--- src/rtl/nn_pkg.sv ---
// Shared definitions for the neuron MAC slice: FSM state encoding, default
// geometry constants and a lane-extract helper for a packed weight row.
package nn_pkg;

    localparam int unsigned NN_LANES     = 16;
    localparam int unsigned NN_W_WIDTH   = 16;
    localparam int unsigned NN_ROW_WIDTH = NN_LANES * NN_W_WIDTH;

    typedef enum logic [1:0] {
        ST_IDLE = 2'd0,
        ST_ACC  = 2'd1,
        ST_HOLD = 2'd2
    } state_t;

    // Returns weight lane 'lane' from a default-geometry row.
    function automatic logic [NN_W_WIDTH-1:0] lane_extract(
        input logic [NN_ROW_WIDTH-1:0] row,
        input logic [3:0]              lane
    );
        return row[int'(lane) * int'(NN_W_WIDTH) +: NN_W_WIDTH];
    endfunction

endpackage

--- src/rtl/nn_lane_mux.sv ---
// Combinational lane selector: picks one weight out of a captured row,
// sign-extends it to the accumulator width, and returns its gate bit.
// Ports:
//   row      captured weight row, lane i at [i*W_WIDTH +: W_WIDTH]
//   x        captured feature vector, bit i gates lane i
//   lane     lane index to select
//   weight_c sign-extended weight of the selected lane
//   gate_c   feature bit of the selected lane
module nn_lane_mux #(
    parameter int unsigned LANES     = 16,
    parameter int unsigned W_WIDTH   = 16,
    parameter int unsigned ACC_WIDTH = 24,
    parameter int unsigned LANE_W    = 4
) (
    input  logic [LANES*W_WIDTH-1:0] row,
    input  logic [LANES-1:0]         x,
    input  logic [LANE_W-1:0]        lane,
    output logic [ACC_WIDTH-1:0]     weight_c,
    output logic                     gate_c
);

    logic [W_WIDTH-1:0] raw;

    always_comb begin
        raw      = row[int'(lane) * int'(W_WIDTH) +: W_WIDTH];
        weight_c = {{(ACC_WIDTH - W_WIDTH){raw[W_WIDTH-1]}}, raw};
        gate_c   = x[lane];
    end

endmodule

--- src/rtl/nn_neuron_mac.sv ---
// Single-neuron multiply-accumulate: captures one weight row and a binary
// feature vector, accumulates the gated weights one lane per cycle, then
// presents the signed sum and a thresholded bit until the consumer accepts.
// Ports:
//   CLK, RST             clock, asynchronous active-low reset
//   row_valid/row_ready  row input handshake (ready only in IDLE)
//   row_data, x_bits     weight row and feature gate vector
//   sum_valid/sum_ready  result handshake
//   sum_data, y_bit      signed neuron sum, 1 iff sum > 0
//   rows_done            count of results handed off (wrapping)
module nn_neuron_mac
    import nn_pkg::*;
#(
    parameter int unsigned LANES     = NN_LANES,
    parameter int unsigned W_WIDTH   = NN_W_WIDTH,
    parameter int unsigned ACC_WIDTH = 24,
    parameter int unsigned CNT_WIDTH = 8
) (
    input  logic                     CLK,
    input  logic                     RST,
    input  logic                     row_valid,
    output logic                     row_ready,
    input  logic [LANES*W_WIDTH-1:0] row_data,
    input  logic [LANES-1:0]         x_bits,
    output logic                     sum_valid,
    input  logic                     sum_ready,
    output logic [ACC_WIDTH-1:0]     sum_data,
    output logic                     y_bit,
    output logic [CNT_WIDTH-1:0]     rows_done
);

    localparam int unsigned LANE_W = (LANES > 1) ? $clog2(LANES) : 1;
    localparam logic [LANE_W-1:0] LAST_LANE = LANE_W'(LANES - 1);

    // The accumulator must hold LANES worst-case weights without overflow.
    if (ACC_WIDTH < W_WIDTH + $clog2(LANES)) begin : g_bad_acc_width
        $error("nn_neuron_mac: ACC_WIDTH too narrow for LANES*W_WIDTH sum");
    end

    state_t                   state;
    state_t                   state_nxt;
    logic [LANES*W_WIDTH-1:0] row_q;
    logic [LANES-1:0]         x_q;
    logic [LANE_W-1:0]        lane;
    logic [ACC_WIDTH-1:0]     acc;
    logic [ACC_WIDTH-1:0]     acc_nxt;
    logic [ACC_WIDTH-1:0]     weight;
    logic                     gate;
    logic                     accept;
    logic                     last;
    logic                     handoff;

    nn_lane_mux #(
        .LANES    (LANES),
        .W_WIDTH  (W_WIDTH),
        .ACC_WIDTH(ACC_WIDTH),
        .LANE_W   (LANE_W)
    ) u_lane_mux (
        .row     (row_q),
        .x       (x_q),
        .lane    (lane),
        .weight_c(weight),
        .gate_c  (gate)
    );

    // Next-state and strobe decode.
    always_comb begin
        state_nxt = state;
        accept    = 1'b0;
        last      = 1'b0;
        handoff   = 1'b0;
        acc_nxt   = gate ? (acc + weight) : acc;
        case (state)
            ST_IDLE: begin
                if (row_valid) begin
                    accept    = 1'b1;
                    state_nxt = ST_ACC;
                end
            end
            ST_ACC: begin
                if (lane == LAST_LANE) begin
                    last      = 1'b1;
                    state_nxt = ST_HOLD;
                end
            end
            ST_HOLD: begin
                if (sum_ready) begin
                    handoff   = 1'b1;
                    state_nxt = ST_IDLE;
                end
            end
            default: state_nxt = ST_IDLE;
        endcase
    end

    // State register; row_ready is a registered decode of the next state,
    // so it never depends combinationally on row_valid.
    always_ff @(posedge CLK or negedge RST) begin
        if (!RST) begin
            state     <= ST_IDLE;
            row_ready <= 1'b1;
        end else begin
            state     <= state_nxt;
            row_ready <= (state_nxt == ST_IDLE);
        end
    end

    // Capture, accumulate, result and hand-off counter.
    always_ff @(posedge CLK or negedge RST) begin
        if (!RST) begin
            row_q     <= '0;
            x_q       <= '0;
            lane      <= '0;
            acc       <= '0;
            sum_data  <= '0;
            y_bit     <= 1'b0;
            sum_valid <= 1'b0;
            rows_done <= '0;
        end else begin
            if (accept) begin
                row_q <= row_data;
                x_q   <= x_bits;
                acc   <= '0;
                lane  <= '0;
            end else if (state == ST_ACC) begin
                acc  <= acc_nxt;
                lane <= lane + LANE_W'(1);
            end
            if (last) begin
                sum_data  <= acc_nxt;
                y_bit     <= !acc_nxt[ACC_WIDTH-1] && (acc_nxt != '0);
                sum_valid <= 1'b1;
            end
            if (handoff) begin
                sum_valid <= 1'b0;
                rows_done <= rows_done + CNT_WIDTH'(1);
            end
        end
    end

endmodule

--- config.mk ---
export PLATFORM = sky130hd
export DESIGN_NAME = nn_neuron_mac
export DESIGN_NICKNAME = d
export VERILOG_FILES = /design/src/rtl/nn_pkg.sv /design/src/rtl/nn_lane_mux.sv /design/src/rtl/nn_neuron_mac.sv
export SDC_FILE = /design/constraint.sdc
export NUM_CORES = 1
export LEC_CHECK = 0
export CAP_MARGIN = 20
export CORE_MARGIN = 1
export CORE_UTILIZATION = 25
export CTS_CLUSTER_SIZE = 28
export DETAILED_ROUTE_END_ITERATION = 8
export SETUP_SLACK_MARGIN = 0.1
export SYNTH_ARGS = -nofsm -noshare
export SYNTH_HDL_FRONTEND = slang
export SYNTH_SLANG_ARGS = --single-unit
--- constraint.sdc ---
create_clock -name CLK -period 6 [get_ports CLK]
set_input_delay 0.6 -clock CLK [delete_from_list [all_inputs] [get_ports CLK]]
set_output_delay 0.6 -clock CLK [all_outputs]
set_load 0.02 [all_outputs]
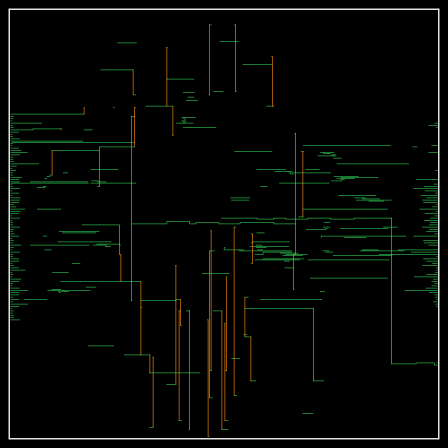
metal_stack.png
Two of the layers only.
- met4: orange (wire length 1580 µm)
- met3: green (wire length 3020 µm)

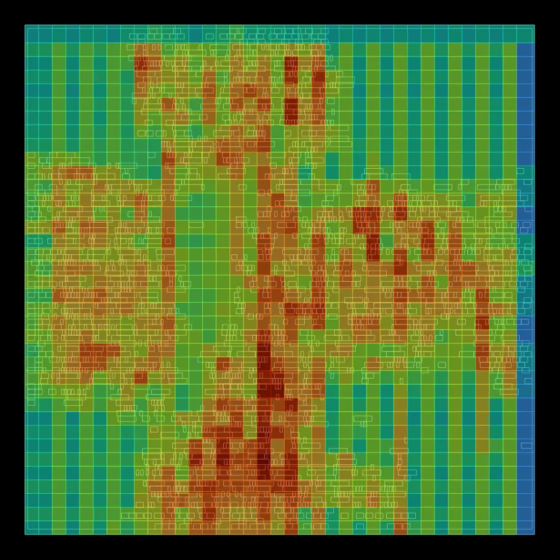
final_congestion.png
GR met3 Demand/Resource: 2.73%
final core utilization: 33.6%
global-route usage over all layers: 16.8%
WL/cell: 18.9 µm

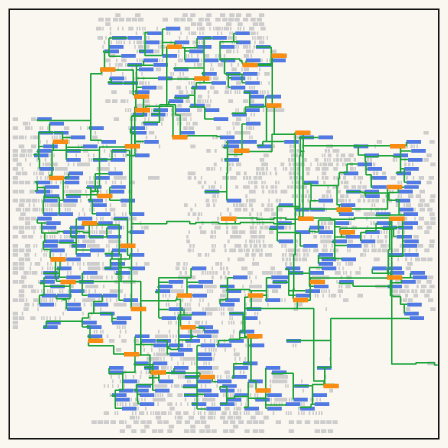
clock_map.png
- cells driving clock nets: orange (count 40)
- flip-flops: blue (count 337)
- clock wires: green (length 5040 µm)
- flops lie: widely spread
- routed clock nets: 41

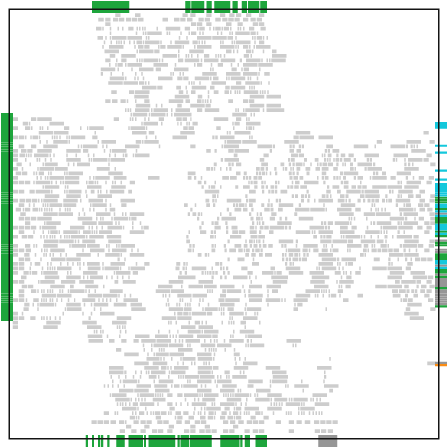
pins.png
Pins as bars across the die edge, other pins in grey.
- `sum_data`: cyan (pins 24; direction output; edge right)
- `CLK`: orange (pins 1; direction input; edge right)
- `row_data`: green (pins 256; direction input; edge 92 left, 80 bottom, 65 top, 19 right)
- all pins by edge: 92 bottom, 92 left, 65 top, 62 right

==> out/qor.csv <==
metric;value;unit
timing.critical_path.slowest_cell_delay;0.68;ns
worst_slew_margin_rel;36.2;%
synth-simple-area-share;23.8;%
power.share.switching;43.7;%
synth-xor-area-share;1.40;%
timing_worst_slew_pin_value;0.958;ns
cts_tree;done;
cellPowerDensity;615;nW/µm²
outcome;finished, final reports clean;
clockRootBuffer;clkbuf_16;
die_area;66300;µm²
p_switching;5.81;mW
maxSlewViolCount;0;
dr_total_vias;13800;
top_regs;row_q: 256 flops, acc: 24 flops, sum_data: 24 flops;
seqAreaFraction;39.0;%
rows;93;
multiInputGateArea;7410;µm²
synth_top_cell_by_count;nand2_1;
reg2regPathDepth;15;
synth.top_cell.area_share;51.5;%
clkSinkCount;337;
io_buffer_count;310;
maxUsedRoutingLayer;met5;
min_period_over_period;83.0;%
floorplanUtilization;25.3;%
max_buffers_root_to_sink;3;
busiest_layer;met2;
layout.sequential_cells;337;
power_sequential;4.12;mW
globalplace.congestion;0.881;
aoi_share;7.99;%
worstSetupEndpoint;y_bit;
nFillCells;6642;
final_layout_size_suffix_gt1_share;7.25;%
yosys-mux-area-fraction;10.1;%
worst_hold_slack;0.0476;ns
rsz_0062_raised_after_global_routing;false;
post-place-ws;1.07;ns
combinational_family_with_the_most_area_after_synthesis;simple AND/OR/NAND/NOR gates;
critical_path_cell_count;15;
synth_warnings;0;
synth-main-ff-cell;dfrtp_1;
maxPowerGroup;combinational cells;
htree_num_levels;2;
met1_length;26.2;mm
detail_route.drc_violations;0;
top_register;row_q;
synth_area;16300;µm²
